Figure 1. Cell density map.
Scale bar: 50 um. 22 x 22 tiles, from dark purple (low) to yellow (high), 0 to 100% covered.
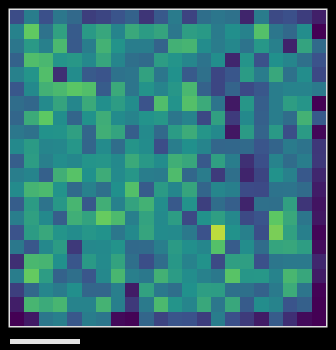
Figure 2. Sequential cells coloured by netlist name.
Scale bar: 50 um. Other sequential cells in the stronger grey, the rest of the logic in the fainter grey.
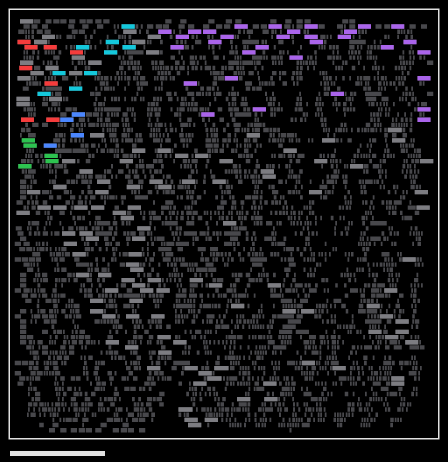
Figure 3. The clock network.
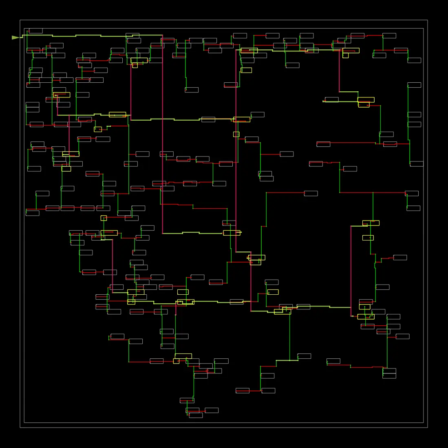
==> config.mk <==
export PLATFORM = sky130hd
export DESIGN_NAME = muldiv_fu
export DESIGN_NICKNAME = d
export VERILOG_FILES = /design/src/rtl/muldiv_fu.sv
export SDC_FILE = /design/constraint.sdc
export NUM_CORES = 1
export LEC_CHECK = 0
export ABC_AREA = 1
export CAP_MARGIN = 20
export CORE_MARGIN = 2
export CORE_UTILIZATION = 38
export DETAILED_ROUTE_END_ITERATION = 16
export PLACE_DENSITY = 0.54
export SLEW_MARGIN = 20
export SYNTH_ARGS = -nofsm -noshare
export SYNTH_HDL_FRONTEND = slang
export SYNTH_SLANG_ARGS = --single-unit
==> constraint.sdc <==
create_clock -name clk -period 4.4 [get_ports clk]
set_clock_uncertainty 0.05 [all_clocks]
set_input_delay 1.1 -clock clk [delete_from_list [all_inputs] [get_ports clk]]
set_output_delay 1.1 -clock clk [all_outputs]
set_load 0.005 [all_outputs]
==> src/rtl/muldiv_fu.sv <==
// Iterative RV32M multiply/divide unit: one operation in flight, XLEN iterations,
// result held on the update bus until the writeback ring accepts it.
module muldiv_fu #(
  parameter int XLEN          = 32,
  parameter int PHYS_REG_SIZE = 256,
  parameter int ROB_SIZE      = 265,
  parameter int UOP_SIZE      = 16,
  localparam int RW = $clog2(ROB_SIZE),
  localparam int DW = $clog2(PHYS_REG_SIZE),
  localparam int UW = $clog2(UOP_SIZE)
) (
  input  logic            clk,
  input  logic            rst,
  input  logic            valid_in,
  input  logic [RW-1:0]   rob_entry_in,
  input  logic [XLEN-1:0] rs1,
  input  logic [XLEN-1:0] rs2,
  input  logic [UW-1:0]   uop_encoding_in,
  input  logic [DW-1:0]   dest_reg_in,
  input  logic            flush,
  output logic            ready,
  input  logic            out_ready,
  output logic            result_valid,
  output logic [RW-1:0]   result_rob,
  output logic [DW-1:0]   result_dest,
  output logic [XLEN-1:0] result_val
);

  localparam int CW = $clog2(XLEN);

  typedef enum logic [1:0] {IDLE, BUSY, DONE} state_t;

  state_t          state;
  logic [CW-1:0]   cnt;
  logic [RW-1:0]   rob_q;
  logic [DW-1:0]   dest_q;
  logic [UW-1:0]   uop_q;
  logic [XLEN-1:0] opa;   // multiplicand magnitude, or divisor magnitude
  logic [XLEN-1:0] acc;   // product high half, or partial remainder
  logic [XLEN-1:0] quo;   // multiplier/product low half, or dividend/quotient
  logic            neg_q; // negate product or quotient at the end
  logic            neg_r; // negate remainder at the end

  assign ready = (state == IDLE);

  // Operand decode for the incoming uop
  logic            in_s1, in_s2, in_div, in_neg1, in_neg2;
  logic [XLEN-1:0] mag1, mag2;

  always_comb begin
    in_s1 = 1'b0;
    in_s2 = 1'b0;
    case (uop_encoding_in)
      UW'(1), UW'(4), UW'(6): begin
        in_s1 = 1'b1;
        in_s2 = 1'b1;
      end
      UW'(2):  in_s1 = 1'b1;
      default: ;
    endcase
    in_div  = uop_encoding_in inside {UW'(4), UW'(5), UW'(6), UW'(7)};
    in_neg1 = in_s1 & rs1[XLEN-1];
    in_neg2 = in_s2 & rs2[XLEN-1];
    mag1    = in_neg1 ? -rs1 : rs1;
    mag2    = in_neg2 ? -rs2 : rs2;
  end

  // One iteration of shift-add multiply and of restoring divide
  logic            q_div;
  logic [XLEN:0]   mul_sum;
  logic [XLEN:0]   div_rem;
  logic            div_ge;
  logic [XLEN-1:0] div_sub;
  logic [XLEN-1:0] nxt_acc, nxt_quo;
  logic [2*XLEN-1:0] sprod;
  logic [XLEN-1:0] qv, rv, fin;

  always_comb begin
    q_div   = uop_q inside {UW'(4), UW'(5), UW'(6), UW'(7)};
    mul_sum = {1'b0, acc} + {1'b0, (quo[0] ? opa : '0)};
    div_rem = {acc, quo[XLEN-1]};
    div_ge  = div_rem >= {1'b0, opa};
    div_sub = div_rem[XLEN-1:0] - opa;
    if (q_div) begin
      nxt_acc = div_ge ? div_sub : div_rem[XLEN-1:0];
      nxt_quo = {quo[XLEN-2:0], div_ge};
    end else begin
      nxt_acc = mul_sum[XLEN:1];
      nxt_quo = {mul_sum[0], quo[XLEN-1:1]};
    end
    sprod = neg_q ? -{nxt_acc, nxt_quo} : {nxt_acc, nxt_quo};
    qv    = neg_q ? -nxt_quo : nxt_quo;
    rv    = neg_r ? -nxt_acc : nxt_acc;
    case (uop_q)
      UW'(0):                 fin = sprod[XLEN-1:0];
      UW'(1), UW'(2), UW'(3): fin = sprod[2*XLEN-1:XLEN];
      UW'(4), UW'(5):         fin = qv;
      UW'(6), UW'(7):         fin = rv;
      default:                fin = '0;
    endcase
  end

  always_ff @(posedge clk) begin
    if (!rst) begin
      state        <= IDLE;
      cnt          <= '0;
      rob_q        <= '0;
      dest_q       <= '0;
      uop_q        <= '0;
      opa          <= '0;
      acc          <= '0;
      quo          <= '0;
      neg_q        <= 1'b0;
      neg_r        <= 1'b0;
      result_valid <= 1'b0;
      result_rob   <= '0;
      result_dest  <= '0;
      result_val   <= '0;
    end else if (flush) begin
      state        <= IDLE;
      cnt          <= '0;
      result_valid <= 1'b0;
    end else begin
      case (state)
        IDLE: begin
          if (valid_in) begin
            rob_q  <= rob_entry_in;
            dest_q <= dest_reg_in;
            uop_q  <= uop_encoding_in;
            cnt    <= '0;
            acc    <= '0;
            state  <= BUSY;
            // Divide by zero keeps the all-ones quotient unsigned; the natural
            // remainder (|rs1| re-signed) already equals rs1.
            if (in_div) begin
              opa   <= mag2;
              quo   <= mag1;
              neg_q <= (in_neg1 ^ in_neg2) & (rs2 != '0);
            end else begin
              opa   <= mag1;
              quo   <= mag2;
              neg_q <= in_neg1 ^ in_neg2;
            end
            neg_r <= in_neg1;
          end
        end
        BUSY: begin
          acc <= nxt_acc;
          quo <= nxt_quo;
          cnt <= cnt + CW'(1);
          if (cnt == CW'(XLEN - 1)) begin
            result_val   <= fin;
            result_rob   <= rob_q;
            result_dest  <= dest_q;
            result_valid <= 1'b1;
            state        <= DONE;
          end
        end
        DONE: begin
          if (out_ready) begin
            result_valid <= 1'b0;
            state        <= IDLE;
          end
        end
        default: state <= IDLE;
      endcase
    end
  end

endmodule

==> flow_metrics.py <==
# Synthesis and PnR figures
metrics = {
    "setup_path": {
        "reg2reg_from": "acc[27]",
        "critPathMaxStageDelay_ns": 0.50,
        "critPathMostFrequentCell": "nand2_1",
        "r2r_end": "result_val[22]",
        "end_kind": "flip-flop",
    },
    "placement": {
        "place_hpwl_um": 66700,
        "pre_cts_slack_ns": 0.0469,
        "gp_congestion": 0.999,
    },
    "finish": {
        "final_cell_mix": "nand2_1, inv_1, nor2_1, nand3_1, a21oi_1",
    },
    "routing": {
        "wl_met1_um": 36000,
        "initialDrtViolationCount": 2149,
    },
    "global_route": {
        "antenna_found_initial": 2,
    },
    "hold_path": {
        "hp-start": "result_val[11]",
        "hold_path_class": "reg -> reg",
    },
    "run_status": {
        "run_status": "complete, no violations",
    },
    "sta": {
        "setup_tns_ns": 0,
    },
    "die": {
        "taps": 615,
        "io-pin-count": 141,
    },
    "job": {
        "tool_warnings": 26,
    },
    "clock_tree": {
        "root_buffer": "clkbuf_16",
    },
}
Back to the opening pictures, Figure 1:
emptiest ninth of the die	middle right
fullest tile	90%
mean over tiles	42%
tiles over 75% full	1.0%
nearly empty tiles	1.7%
final core occ: 0.458
core area: 47900 sq um

Back to the opening pictures, Figure 2:
signal	colour	placed flops
result_val	purple	32
dest_q	red	8
uop_q	blue	4
rob_q	cyan	9
cnt	green	5
not coloured	118
total sequential power: 1.69 mW
Seq/total area: 0.161
Reg area: 3530 sq um

Back to the opening pictures, Figure 3:
clk sinks: 176
Late-Pin Clk Latency: 0.51 ns

[through the flow]
stage	cell area, sq um	hold slack [ns]	util	total power [mW]	std cells
after global placement	21300	0.402	0.445	3.88	4041
final	22000	0.415	0.458	5.59	4074
after detailed placement	21300	0.405	0.445	3.89	4041
after floorplan	18500	0.392	-	3.08	3270
after global routing	22000	0.440	0.458	5.87	4073
after CTS	21900	0.417	0.457	5.58	4073
[cells by family (layout without fill, tap and decap cells)]
logic type / count (synthesis) / in the layout / synth area share
compound gates: 538 / 538 / 0.168
xor+xnor: 85 / 85 / 0.0401
fa+ha+maj: 72 / 72 / 0.0494
buf+inv: 605 / 793 / 0.129
flops: 176 / 176 / 0.190
other cells: 0 / 1 / 0
simple gates: 1794 / 1794 / 0.424
Power and IR drop assume default switching activity.
